--- src/rtl/enc_value_tracker.sv ---
// Bounded setting value driven by rotary-encoder add/sub pulses, with step acceleration
// on fast same-direction rotation and a coalescing valid/ready update to the display path.
module enc_value_tracker #(
    parameter int WIDTH        = 8,
    parameter int MIN          = 0,
    parameter int MAX          = 255,
    parameter int INIT         = 0,
    parameter int WRAP         = 0,
    parameter int ACCEL_WINDOW = 500000,
    parameter int ACCEL_STEP   = 4
) (
    input  logic             clk,
    input  logic             rst_n,
    input  logic             add,
    input  logic             sub,
    input  logic             load,
    input  logic [WIDTH-1:0] load_val,
    output logic [WIDTH-1:0] value,
    output logic             upd_valid,
    input  logic             upd_ready,
    output logic             fast
);

    localparam int GW = (ACCEL_WINDOW < 1) ? 1 : $clog2(ACCEL_WINDOW + 1);
    localparam logic [GW-1:0]  WIN    = GW'(ACCEL_WINDOW);
    localparam logic [WIDTH:0] MIN_X  = (WIDTH+1)'(MIN);
    localparam logic [WIDTH:0] MAX_X  = (WIDTH+1)'(MAX);
    localparam logic [WIDTH:0] STEP_X = (WIDTH+1)'(ACCEL_STEP);
    localparam logic [WIDTH:0] ONE_X  = (WIDTH+1)'(1);

    // Handshake: upd_valid is the PEND state itself; a transfer happens in any cycle
    // with upd_valid && upd_ready, and downstream samples value in that cycle.
    typedef enum logic {IDLE, PEND} state_t;

    state_t          state;
    logic [GW-1:0]   gap;
    logic            last_dir;

    logic            pulse;
    logic            dir;
    logic            use_accel;
    logic [WIDTH:0]  val_x;
    logic [WIDTH:0]  lv_x;
    logic [WIDTH:0]  step_x;
    logic [WIDTH:0]  sum_x;
    logic [WIDTH:0]  lo_x;
    logic [WIDTH-1:0] next_val;
    logic            changed;

    assign upd_valid = (state == PEND);

    always_comb begin
        pulse     = !load && (add ^ sub);
        dir       = add;
        use_accel = (gap < WIN) && (dir == last_dir);
        step_x    = use_accel ? STEP_X : ONE_X;
        val_x     = {1'b0, value};
        lv_x      = {1'b0, load_val};
        sum_x     = val_x + step_x;
        // value - step < MIN is tested as value < MIN + step, so nothing goes negative
        lo_x      = MIN_X + step_x;
        next_val  = value;
        if (load) begin
            if (lv_x < MIN_X) begin
                next_val = MIN_X[WIDTH-1:0];
            end else if (lv_x > MAX_X) begin
                next_val = MAX_X[WIDTH-1:0];
            end else begin
                next_val = load_val;
            end
        end else if (pulse) begin
            if (dir) begin
                if (sum_x > MAX_X) begin
                    next_val = (WRAP != 0) ? WIDTH'(MIN_X + (sum_x - MAX_X - ONE_X))
                                           : MAX_X[WIDTH-1:0];
                end else begin
                    next_val = sum_x[WIDTH-1:0];
                end
            end else begin
                if (val_x < lo_x) begin
                    next_val = (WRAP != 0) ? WIDTH'((MAX_X + ONE_X - step_x) + (val_x - MIN_X))
                                           : MIN_X[WIDTH-1:0];
                end else begin
                    next_val = WIDTH'(val_x - step_x);
                end
            end
        end
        changed = (next_val != value);
    end

    always_ff @(posedge clk or negedge rst_n) begin
        if (!rst_n) begin
            value    <= WIDTH'(INIT);
            state    <= IDLE;
            fast     <= 1'b0;
            last_dir <= 1'b0;
            gap      <= WIN;
        end else begin
            value <= next_val;

            if (load) begin
                fast <= 1'b0;
            end else if (pulse) begin
                fast     <= use_accel && (ACCEL_STEP > 1);
                last_dir <= dir;
            end

            if (pulse) begin
                gap <= '0;
            end else if (gap < WIN) begin
                gap <= gap + GW'(1);
            end

            case (state)
                IDLE: if (changed) state <= PEND;
                PEND: if (upd_ready && !changed) state <= IDLE;
                default: state <= IDLE;
            endcase
        end
    end

endmodule
--- config.mk ---
export PLATFORM = sky130hd
export DESIGN_NAME = enc_value_tracker
export DESIGN_NICKNAME = d
export VERILOG_FILES = /design/src/rtl/enc_value_tracker.sv
export SDC_FILE = /design/constraint.sdc
export NUM_CORES = 1
export LEC_CHECK = 0
export ABC_AREA = 1
export CORE_ASPECT_RATIO = 1.25
export CORE_UTILIZATION = 40
export CTS_CLUSTER_SIZE = 14
export DETAILED_ROUTE_END_ITERATION = 6
export PLACE_DENSITY = 0.57
export SLEW_MARGIN = 20
export SYNTH_ARGS = -nofsm -noshare
export SYNTH_HDL_FRONTEND = slang
export SYNTH_SLANG_ARGS = --single-unit
--- constraint.sdc ---
create_clock -name clk -period 4.7 [get_ports clk]
set_input_delay 1.41 -clock clk [delete_from_list [all_inputs] [get_ports clk]]
set_output_delay 1.41 -clock clk [all_outputs]
set_load 0.03 [all_outputs]
Figure 1. Clock wires, drivers and flops.
(4 px per um)
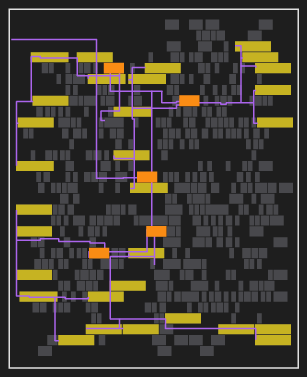
- flip-flops: yellow (count 30)
- cells driving clock nets: orange (count 5)
- clock wires: purple (length 503 um)
- routed clock nets: 6
- flops lie: all over the die

Figure 2. Met3 routing.
(6 px per um) Cells faint in the background.
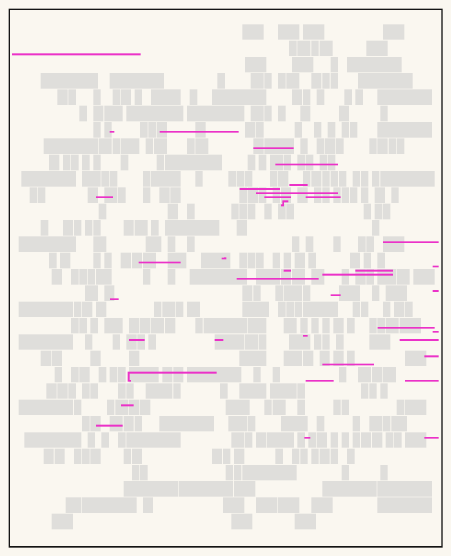
- main direction: horizontal
- wire length on this layer: 203 um
- longest straight run: 21.2 um
- share of all routed wire: 3.1%
- nets with wire on the layer: 28

Figure 3. Clock routing.
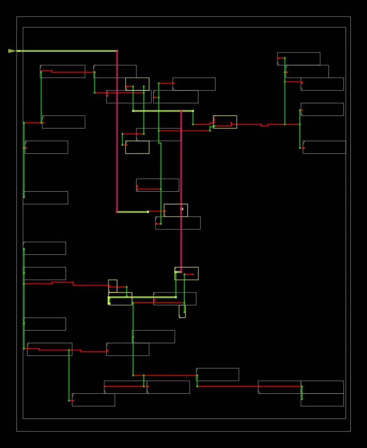
clk pwr: 219 uW
cts bufs inserted: 5
CTS Sinks: 30
clock buffer count: 7

-- kinds of logic after synthesis --
logic type / after synthesis
buffers and inverters: 66
AND/OR/NAND/NOR: 230
adder cells (fa/ha/maj): 7
XOR/XNOR: 9
AND-OR/OR-AND: 38
flip-flops: 30
-- layout by cell type (no fill, tap or decap), drive strengths merged --
cell | Yosys | final
a21oi | 11 | 11
ha | 7 | 7
nor3b | 1 | 1
clkdlybuf4s50 | 0 | 23
nor4 | 4 | 4
or2 | 8 | 8
inv | 60 | 60
o21bai | 1 | 1
nand4 | 10 | 10
clkbuf | 0 | 7
xor2 | 7 | 7
o22ai | 1 | 1
o211ai | 1 | 1
nor3 | 8 | 8
nand2 | 121 | 121
o21ai | 22 | 22
nor2 | 43 | 43
dfrtp | 23 | 23
a31oi | 1 | 1
clkinv | 0 | 1
nand3 | 35 | 35
buf | 6 | 1
dfstp | 7 | 7
o2111ai | 1 | 1
xnor2 | 2 | 2
-- worst max-delay path: cells and delay by family --
kind	cells	cell delay [ns]
xor gates and xnor gates	1	0.14
adders and majority gates	2	0.45
buffers and inverters	3	0.70
and+or+nand+nor	13	1.16
-- cell type report --
type	count	area [um2]	area share
Clock buffer	7	86.33	0.03053
Clock inverter	1	5.005	0.001770
Inverter	60	225.2	0.07965
Multi-Input combinational cell	284	1411	0.4991
Sequential cell	30	759.5	0.2686
Tap cell	82	102.6	0.03628
Timing Repair Buffer	24	237.7	0.08407
-- through the flow --
step	utilization	hold slack, ns
floorplan	-	0.4543
global placement	0.4672	0.4713
detailed placement	0.4672	0.4810
CTS	0.4828	0.4918
global route	0.4828	0.5252
finish	0.4828	0.4856
-- registers in the layout (all words and copies together), names as in the netlist --
signal and cells:
gap 19, upd_valid 1, last_dir 1, value 8, fast 1
==> run_results.csv <==
group,metric,value,unit
place,placed_cells,480,
sta,layout_setup_ws,1.004,ns
setup_path,critPathSlowestCell,"clkdlybuf4s50_1",
drt,via_per_inst,4.990,
logic_synthesis,syn_avg_cell_area,6.424,um2
sta,max_freq,0.2706,GHz
clock_tree,clk_latency,0.28,ns
sta,finalHoldViolations,0,
power,p_per_area,296.8,mW/mm2
setup_path,slowest_delay,0.58,ns
sta,rsz0062_at_grt,"false",
place,gp_congestion,0.8841,
run,warning_count,28,
logic_synthesis,mux_area_frac,0,
logic_synthesis,topCellsByArea,"dfrtp_1 (24%), nand2_1 (18%), inv_1 (8.1%)",
logic_synthesis,synth-edff-count,0,
power,power_leakage,0.001340,uW
worst_hold_path,min-delay-start,"gap[18]$_DFFE_PN1P_",
setup_path,critPathLaunch,"add",
logic_synthesis,synth_top_cell_by_count,"nand2_1",
run,maxCapViolCount,0,
drt,dr.first_iter.drc_count,141,
logic_synthesis,synthAoiAreaFrac,0.08713,
setup_path,worstReg2RegStart,"gap[17]$_DFFE_PN1P_",
place,dp_slack,0.6711,ns
place,dp_hpwl,5024,um
power,combinationalPowerShare,0.365,
setup_path,crit_path_end,"upd_valid$_DFF_PN0_",
clock_tree,cts_tree,"done",
drt,num_vias,2435,
logic_synthesis,adder_share,0.03588,
final_layout,fillers,609,
drt,postRouteAntennaNets,0,
final_layout,drive_above_1_share,0.1034,
setup_path,cp.required,4.87,ns
status,status,"finished, final reports clean",
sta,finalCritPeriodShare,0.7864,
clock_tree,cts_hold_buf,0,
setup_path,r2r_cells,23,
floorplanning,pin_count,24,
worst_hold_path,worstHoldPathCells,2,
power,total_power,839.1,uW
logic_synthesis,xor_share,0.03229,
logic_synthesis,yosysUniqueCellTypes,33,
power,p_sw,328.4,uW
floorplanning,die_area,0.006421,mm2
final_layout,layout.nets,426,
logic_synthesis,yosysWarnings,0,
power,ir_worst_vdd,0.0001126,V
sta,worstMarginPinSlew,0.5871,ns
drt,wl_met2,3469,um
setup_path,r2r_end,"upd_valid$_DFF_PN0_",
logic_synthesis,synth.top_cell.area_share,0.2358,
logic_synthesis,synthArstFlopShare,1.000,
setup_path,crit_top_cell,"nand2_1",
clock_tree,cts-root-buf,"clkbuf_8",
worst_hold_path,min_path_type,"flip-flop to flip-flop",
global_route,grt_pass1_wl,10820,um
logic_synthesis,synth_nets,401,
power,seqPwrFrac,0.375,
final_layout,postLayoutCellArea,0.002828,mm2
setup_path,rrSetupSlack,1.44,ns
global_route,grt_usage,0.2225,
logic_synthesis,yosysChipArea,0.002441,mm2
logic_synthesis,simple_gate_share,0.4229,
drt,wl,6541,um
floorplanning,die_y,89.34,um
setup_path,crit_arrival,3.87,ns
logic_synthesis,synth-main-ff-cell,"dfrtp_1",
clock_tree,cts_setup_buffers,0,
clock_tree,h-tree-depth,2,
power,p_int,510.8,uW
drt,m1WireLength,2701,um
setup_path,crit_fanout,6,
sta,tns,0,ns
global_route,grtUsageMet3,0.03495,
global_route,antenna_found_initial,0,
clock_tree,cts_resized,0,
setup_path,worstSetupPathType,"input pin to flip-flop",
final_layout,fin_cells,488,
drt,route.detailed.drc,0,
sta,relSlewSlack,0.6056,
setup_path,path_cells,"clkdlybuf4s50_1 > xnor2_1 > nand2_1 > ha_1 > ha_1 > inv_1 > nand2_2 > nand2_1 > inv_1 > nand2_2 > nand2_1 > nand2_1 > nand3_1 > nand2_1 > nand2_1 > nor2_1 > nand2_1 > nor2_1 > nand3_1",
power,p_comb,306,uW
power,power_leader,"registers",
drt,dr.pass1.iters,5,
place,port_buffers,23,
sta,setup_viol,0,
power,seq-power,315,uW
setup_path,cp-end-kind,"flip-flop",
place,place_area,0.002736,mm2
logic_synthesis,netlist_area,0.002441,mm2
sta,slew_violations,0,
logic_synthesis,top_cells_by_count,"nand2_1 (115), inv_1 (53), nor2_1 (40), nand3_1 (33), dfrtp_1 (23)",
logic_synthesis,netlist_instances,380,
floorplanning,num_rows,31,
power,clkPwrFrac,0.260,
logic_synthesis,synth_flops,30,
sta,fin_crit,3.696,ns
global_route,use_met1,0.2500,
logic_synthesis,ys_cells,380,
sta,final.setup_skew,0.007477,ns
worst_hold_path,min_to,"gap[18]$_DFFE_PN1P_",
drt,top_layer,"met4",
clock_tree,clkSlewWorstSetupHoldPaths,0.07,ns
clock_tree,cts.path.max_buffers,2,
floorplanning,core_area,0.005857,mm2
drt,wl_met3,203,um
final_layout,areaGrowthSynthToFinish,15.84,%
global_route,grt_start_max_net_pins,31,
global_route,grt_pass1_vias,2270,
logic_synthesis,ys_seq_frac,0.3111,
setup_path,cp-start-kind,"input pin",
logic_synthesis,synth_top_cell_by_area,"dfrtp_1",
global_route,use_met2,0.4194,
floorplanning,fp_util,0.4168,
floorplanning,die_w,71.87,um
final_layout,insertedDiodeCount,0,
drt,wire_per_inst,13.40,um
Power figures rest on the tool's default switching activity, not on a simulated workload.
